Signal wires on met3:
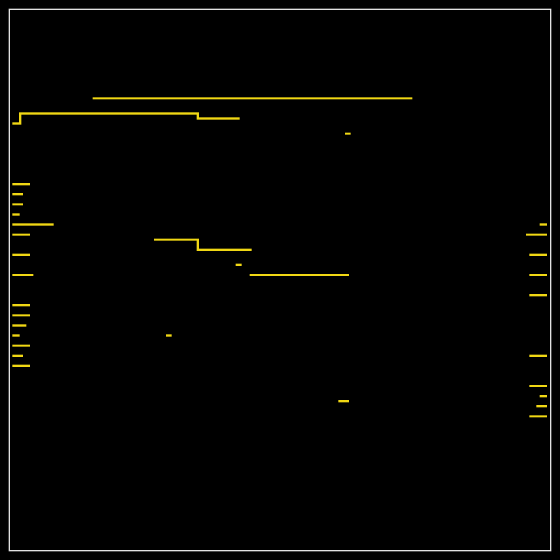
Signal wires on met2:
Scale bar: 20 microns.
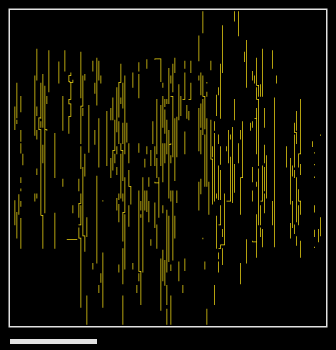
Gate families picked out:
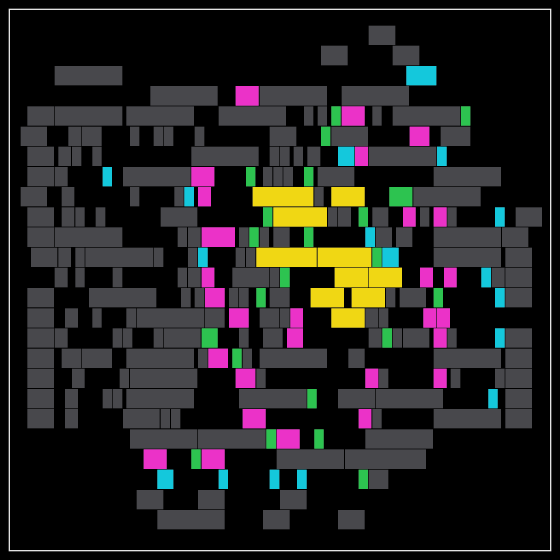
--- src/rtl/addsub_pkg.sv ---
// Shared types for the digit-serial add/subtract unit: FSM states and op mode.
package addsub_pkg;

    typedef enum logic [1:0] {IDLE, RUN, DONE} addsub_state_e;
    typedef enum logic {MODE_ADD = 1'b0, MODE_SUB = 1'b1} addsub_mode_e;

endpackage

--- src/rtl/digit_addsub_slice.sv ---
// Combinational DIGIT-bit ripple slice; each bit is a full adder or a full
// subtractor depending on mode, and the carry/borrow ripples bit to bit.
module digit_addsub_slice
    import addsub_pkg::*;
#(
    parameter int DIGIT = 2
) (
    input  logic [DIGIT-1:0] a,
    input  logic [DIGIT-1:0] b,
    input  addsub_mode_e     mode,
    input  logic             cin,
    output logic [DIGIT-1:0] sum,
    output logic             cout,
    output logic             c_msb_in
);

    logic [DIGIT:0] c;

    assign c[0] = cin;

    for (genvar i = 0; i < DIGIT; i++) begin : g_bit
        logic fa_s, fa_c, fs_d, fs_b;
        assign fa_s = a[i] ^ b[i] ^ c[i];
        assign fa_c = (a[i] & b[i]) | (c[i] & (a[i] ^ b[i]));
        assign fs_d = a[i] ^ b[i] ^ c[i];
        assign fs_b = (~a[i] & b[i]) | (~(a[i] ^ b[i]) & c[i]);
        assign sum[i]   = (mode == MODE_SUB) ? fs_d : fa_s;
        assign c[i + 1] = (mode == MODE_SUB) ? fs_b : fa_c;
    end

    assign cout     = c[DIGIT];
    // Borrow-chain XOR equals carry-chain XOR, so overflow works in both modes.
    assign c_msb_in = c[DIGIT-1];

endmodule

--- src/rtl/digit_serial_addsub.sv ---
// Digit-serial add/subtract: one DIGIT-wide ripple slice per cycle, carry held
// in a register between digits, valid/ready on both operand and result sides.
module digit_serial_addsub
    import addsub_pkg::*;
#(
    parameter int WIDTH = 8,
    parameter int DIGIT = 2
) (
    input  logic             clk,
    input  logic             rst,
    input  logic             in_valid,
    output logic             in_ready,
    input  logic [WIDTH-1:0] A,
    input  logic [WIDTH-1:0] B,
    input  logic             Sub,
    output logic             out_valid,
    input  logic             out_ready,
    output logic [WIDTH-1:0] S,
    output logic             Cout,
    output logic             Zero,
    output logic             Overflow
);

    localparam int NDIG = WIDTH / DIGIT;
    localparam int CW   = (NDIG > 1) ? $clog2(NDIG) : 1;
    localparam logic [CW-1:0] LAST = CW'(NDIG - 1);

    addsub_state_e    state, state_nx;
    logic [CW-1:0]    cnt;
    logic [WIDTH-1:0] a_r, b_r;
    addsub_mode_e     mode_r;
    logic             carry_r;

    logic [DIGIT-1:0] a_dig, b_dig, sum_dig;
    logic             cout_dig, c_msb;

    assign a_dig = a_r[cnt*DIGIT +: DIGIT];
    assign b_dig = b_r[cnt*DIGIT +: DIGIT];

    digit_addsub_slice #(.DIGIT(DIGIT)) u_slice (
        .a        (a_dig),
        .b        (b_dig),
        .mode     (mode_r),
        .cin      (carry_r),
        .sum      (sum_dig),
        .cout     (cout_dig),
        .c_msb_in (c_msb)
    );

    always_ff @(posedge clk or posedge rst) begin
        if (rst) state <= IDLE;
        else     state <= state_nx;
    end

    always_comb begin
        state_nx = state;
        case (state)
            IDLE:    if (in_valid) state_nx = RUN;
            RUN:     if (cnt == LAST) state_nx = DONE;
            DONE:    if (out_ready) state_nx = IDLE;
            default: state_nx = IDLE;
        endcase
    end

    always_comb begin
        in_ready  = (state == IDLE);
        out_valid = (state == DONE);
    end

    always_ff @(posedge clk or posedge rst) begin
        if (rst) begin
            a_r      <= '0;
            b_r      <= '0;
            mode_r   <= MODE_ADD;
            carry_r  <= 1'b0;
            cnt      <= '0;
            S        <= '0;
            Cout     <= 1'b0;
            Overflow <= 1'b0;
        end else begin
            case (state)
                IDLE: if (in_valid) begin
                    a_r     <= A;
                    b_r     <= B;
                    mode_r  <= addsub_mode_e'(Sub);
                    carry_r <= 1'b0;
                    cnt     <= '0;
                end
                RUN: begin
                    S[cnt*DIGIT +: DIGIT] <= sum_dig;
                    carry_r <= cout_dig;
                    if (cnt == LAST) begin
                        cnt      <= '0;
                        Cout     <= cout_dig;
                        Overflow <= c_msb ^ cout_dig;
                    end else begin
                        cnt <= cnt + 1'b1;
                    end
                end
                default: ;
            endcase
        end
    end

    // Zero looks only at the registered result, and only while it is presented.
    assign Zero = out_valid && (S == '0);

endmodule

--- config.mk ---
export PLATFORM = sky130hd
export DESIGN_NAME = digit_serial_addsub
export DESIGN_NICKNAME = d
export VERILOG_FILES = /design/src/rtl/addsub_pkg.sv /design/src/rtl/digit_addsub_slice.sv /design/src/rtl/digit_serial_addsub.sv
export SDC_FILE = /design/constraint.sdc
export NUM_CORES = 1
export LEC_CHECK = 0
export ABC_AREA = 1
export CORE_UTILIZATION = 35
export CTS_BUF_LIST = sky130_fd_sc_hd__clkbuf_4 sky130_fd_sc_hd__clkbuf_8 sky130_fd_sc_hd__clkbuf_16
export DETAILED_ROUTE_END_ITERATION = 6
export PLACE_DENSITY = 0.65
export SYNTH_ARGS = -nofsm -noshare
export SYNTH_HDL_FRONTEND = slang
export SYNTH_SLANG_ARGS = --single-unit
--- constraint.sdc ---
create_clock -name clk -period 2.5 [get_ports clk]
set_input_delay 0.5 -clock clk [delete_from_list [all_inputs] [get_ports clk]]
set_output_delay 0.5 -clock clk [all_outputs]
set_load 0.03 [all_outputs]
==> results.cfg <==
; generated from flow reports
[status]
outcome = complete, no violations

[setup_path]
r2r_cells = 14
critical_path_class = reg -> reg
crit_fanout = 7
startpoint_type = register

[logic_synthesis]
synth-area-yosys_sq_mm = 0.00175
yosysMostFrequentCell = nand2_1
async_reset_ff_share_pct = 100
synthTopLogicFamily = simple AND/OR/NAND/NOR gates
simple_gate_share_pct = 27.7
yosysWarnings = 0
ys_sh_adder_pct = 8.85

[cts]
clockBufferDepth = 2
cts_tree = done
ctsHoldBuffers = 0
clk_pin_slew_worst_paths_ns = 0.07
cts-buffers-inserted = 5

[floorplan]
dieArea_sq_mm = 0.00530
io_pins = 34
core-area_sq_mm = 0.00479

[sta]
setup_tns_ns = 0
fin_crit_sh_pct = 92.7
rsz0062_at_grt = no
setup_slack_ns = 0.183
tightest_slew_ns = 0.398

[power_and_ir_drop]
p_per_area_mw_per_mm2 = 1420
pwr-share-comb_pct = 56.1
p_clk_uw = 541
switchingPower_mw = 1.50

[placement]
gp_congestion = 0.775
place_ws_ns = 0.0912

[routing]
firstDrtPassIters = 4
drc = 0
vias = 1424

[min_path]
hold_path_depth = 2

[run]
tool_warnings = 33
-- 'signal wires on met3' (at the start) --
longest straight run: 42.8 microns
main direction: horizontal
wire length on this layer: 151 microns
nets with wire on the layer: 28

-- 'signal wires on met2' (at the start) --
main direction: vertical
share of all routed wire: 48%
nets with wire on the layer: 207
longest straight run: 34.3 microns

-- 'gate families picked out' (at the start) --
legend:
  yellow:
    family: fa/ha/maj cells
    cells: 10
    most_used: ha_1
  green:
    family: inv cells
    cells: 22
    most_used: inv_1
  magenta:
    family: aoi and oai cells
    cells: 28
    most_used: o21ai_1
  cyan:
    family: nor cells
    cells: 17
    most_used: nor2_1

critical path: stages, from the launching register on:
cell and delay [ns]:
dfrtp_1 0.43, inv_1 0.10, buf_4 0.15, o21ai_1 0.08, o22ai_2 0.16, fa_2 0.24
inv_1 0.04, nand2_1 0.07, nand2_2 0.08, fa_1 0.45, nand2_1 0.08, nand2_1 0.12
nand2_1 0.11, nand3_1 0.07, nand2_1 0.06
cell families (layout without fill, tap and decap cells):
family,after synthesis,after routing
buffers and inverters,27,70
and+or+nand+nor,108,108
AOI/OAI and AO/OA,28,28
adders and majority gates,10,10
DFF,32,32
path summary, 6_finish.rpt:
| check | from | to | slack, ns |
|---|---|---|---|
| max reg2reg | cnt[1]$_DFFE_PP0P_ | Overflow$_DFFE_PP0P_ | 0.18 |
| max | cnt[1]$_DFFE_PP0P_ | Overflow$_DFFE_PP0P_ | 0.18 |
| max in group asynchronous | rst | Overflow$_DFFE_PP0P_ | 1.61 |
| min | b_r[5]$_DFFE_PP0P_ | b_r[5]$_DFFE_PP0P_ | 0.48 |
| min reg2reg | b_r[5]$_DFFE_PP0P_ | b_r[5]$_DFFE_PP0P_ | 0.48 |
| min in group asynchronous | rst | S[4]$_DFFE_PP0P_ | 0.60 |
through the flow:
step	cell area (sq um)	util, %	cells	power, mW
after global routing	2320	48.5	315	3.60
after detailed placement	2180	45.5	307	2.72
after CTS	2300	48.1	315	3.27
after floorplan	1750	-	205	2.23
final	2320	48.5	315	3.29
after global placement	2180	45.5	307	2.67
cell type report:
type | count | area (sq um)
Tap cell | 67 | 83.8
Sequential cell | 32 | 801
Timing Repair Buffer | 40 | 383
Multi-Input combinational cell | 146 | 838
Clock inverter | 1 | 30.0
Inverter | 22 | 90.1
Fill cell | 474 | 2460
Clock buffer | 7 | 96.3
flip-flops by register name, indices dropped and copies added, names as in the netlist, 2 cells and up:
signal / cells
S: 8
a_r: 8
b_r: 8
cnt: 2
state: 2
layout by cell type (no fill, tap or decap):
cell type / instances
o21ai_1: 10
inv_1: 20
o22ai_1: 1
nor2_1: 13
ha_1: 6
clkdlybuf4s50_1: 33
nor2_2: 3
o211ai_1: 4
a21oi_2: 5
fa_1: 2
nand2_2: 3
nor2_4: 1
nand3_1: 19
clkinv_4: 1
nand2_1: 62
bufinv_16: 1
o22ai_2: 1
inv_4: 1
nand2_4: 2
dfrtp_1: 32
o31ai_1: 1
buf_4: 7
clkbuf_8: 7
o21ai_0: 4
o21ai_2: 2
fa_2: 2
nand3_2: 3
nand4_1: 2
per-layer routing:
| layer | routed length [microns] | up-vias | GRT usage (%) | share of wire (%) |
|---|---|---|---|---|
| met5 | 0 | - | 0 | 0 |
| met1 | 1590 | 641 | 19.2 | 46 |
| li1 | - | 742 | - | - |
| met3 | 150 | 7 | 3.31 | 4.3 |
| met4 | 68 | 0 | 7.63 | 1.9 |
| met2 | 1680 | 34 | 26.6 | 48 |
timing repair:
action,4_1_cts,5_1_grt
gates resized,0,7
setup endpoints to repair,0,5
setup buffers,0,0
No activity file was given, so power comes from the tool's default toggle rates.
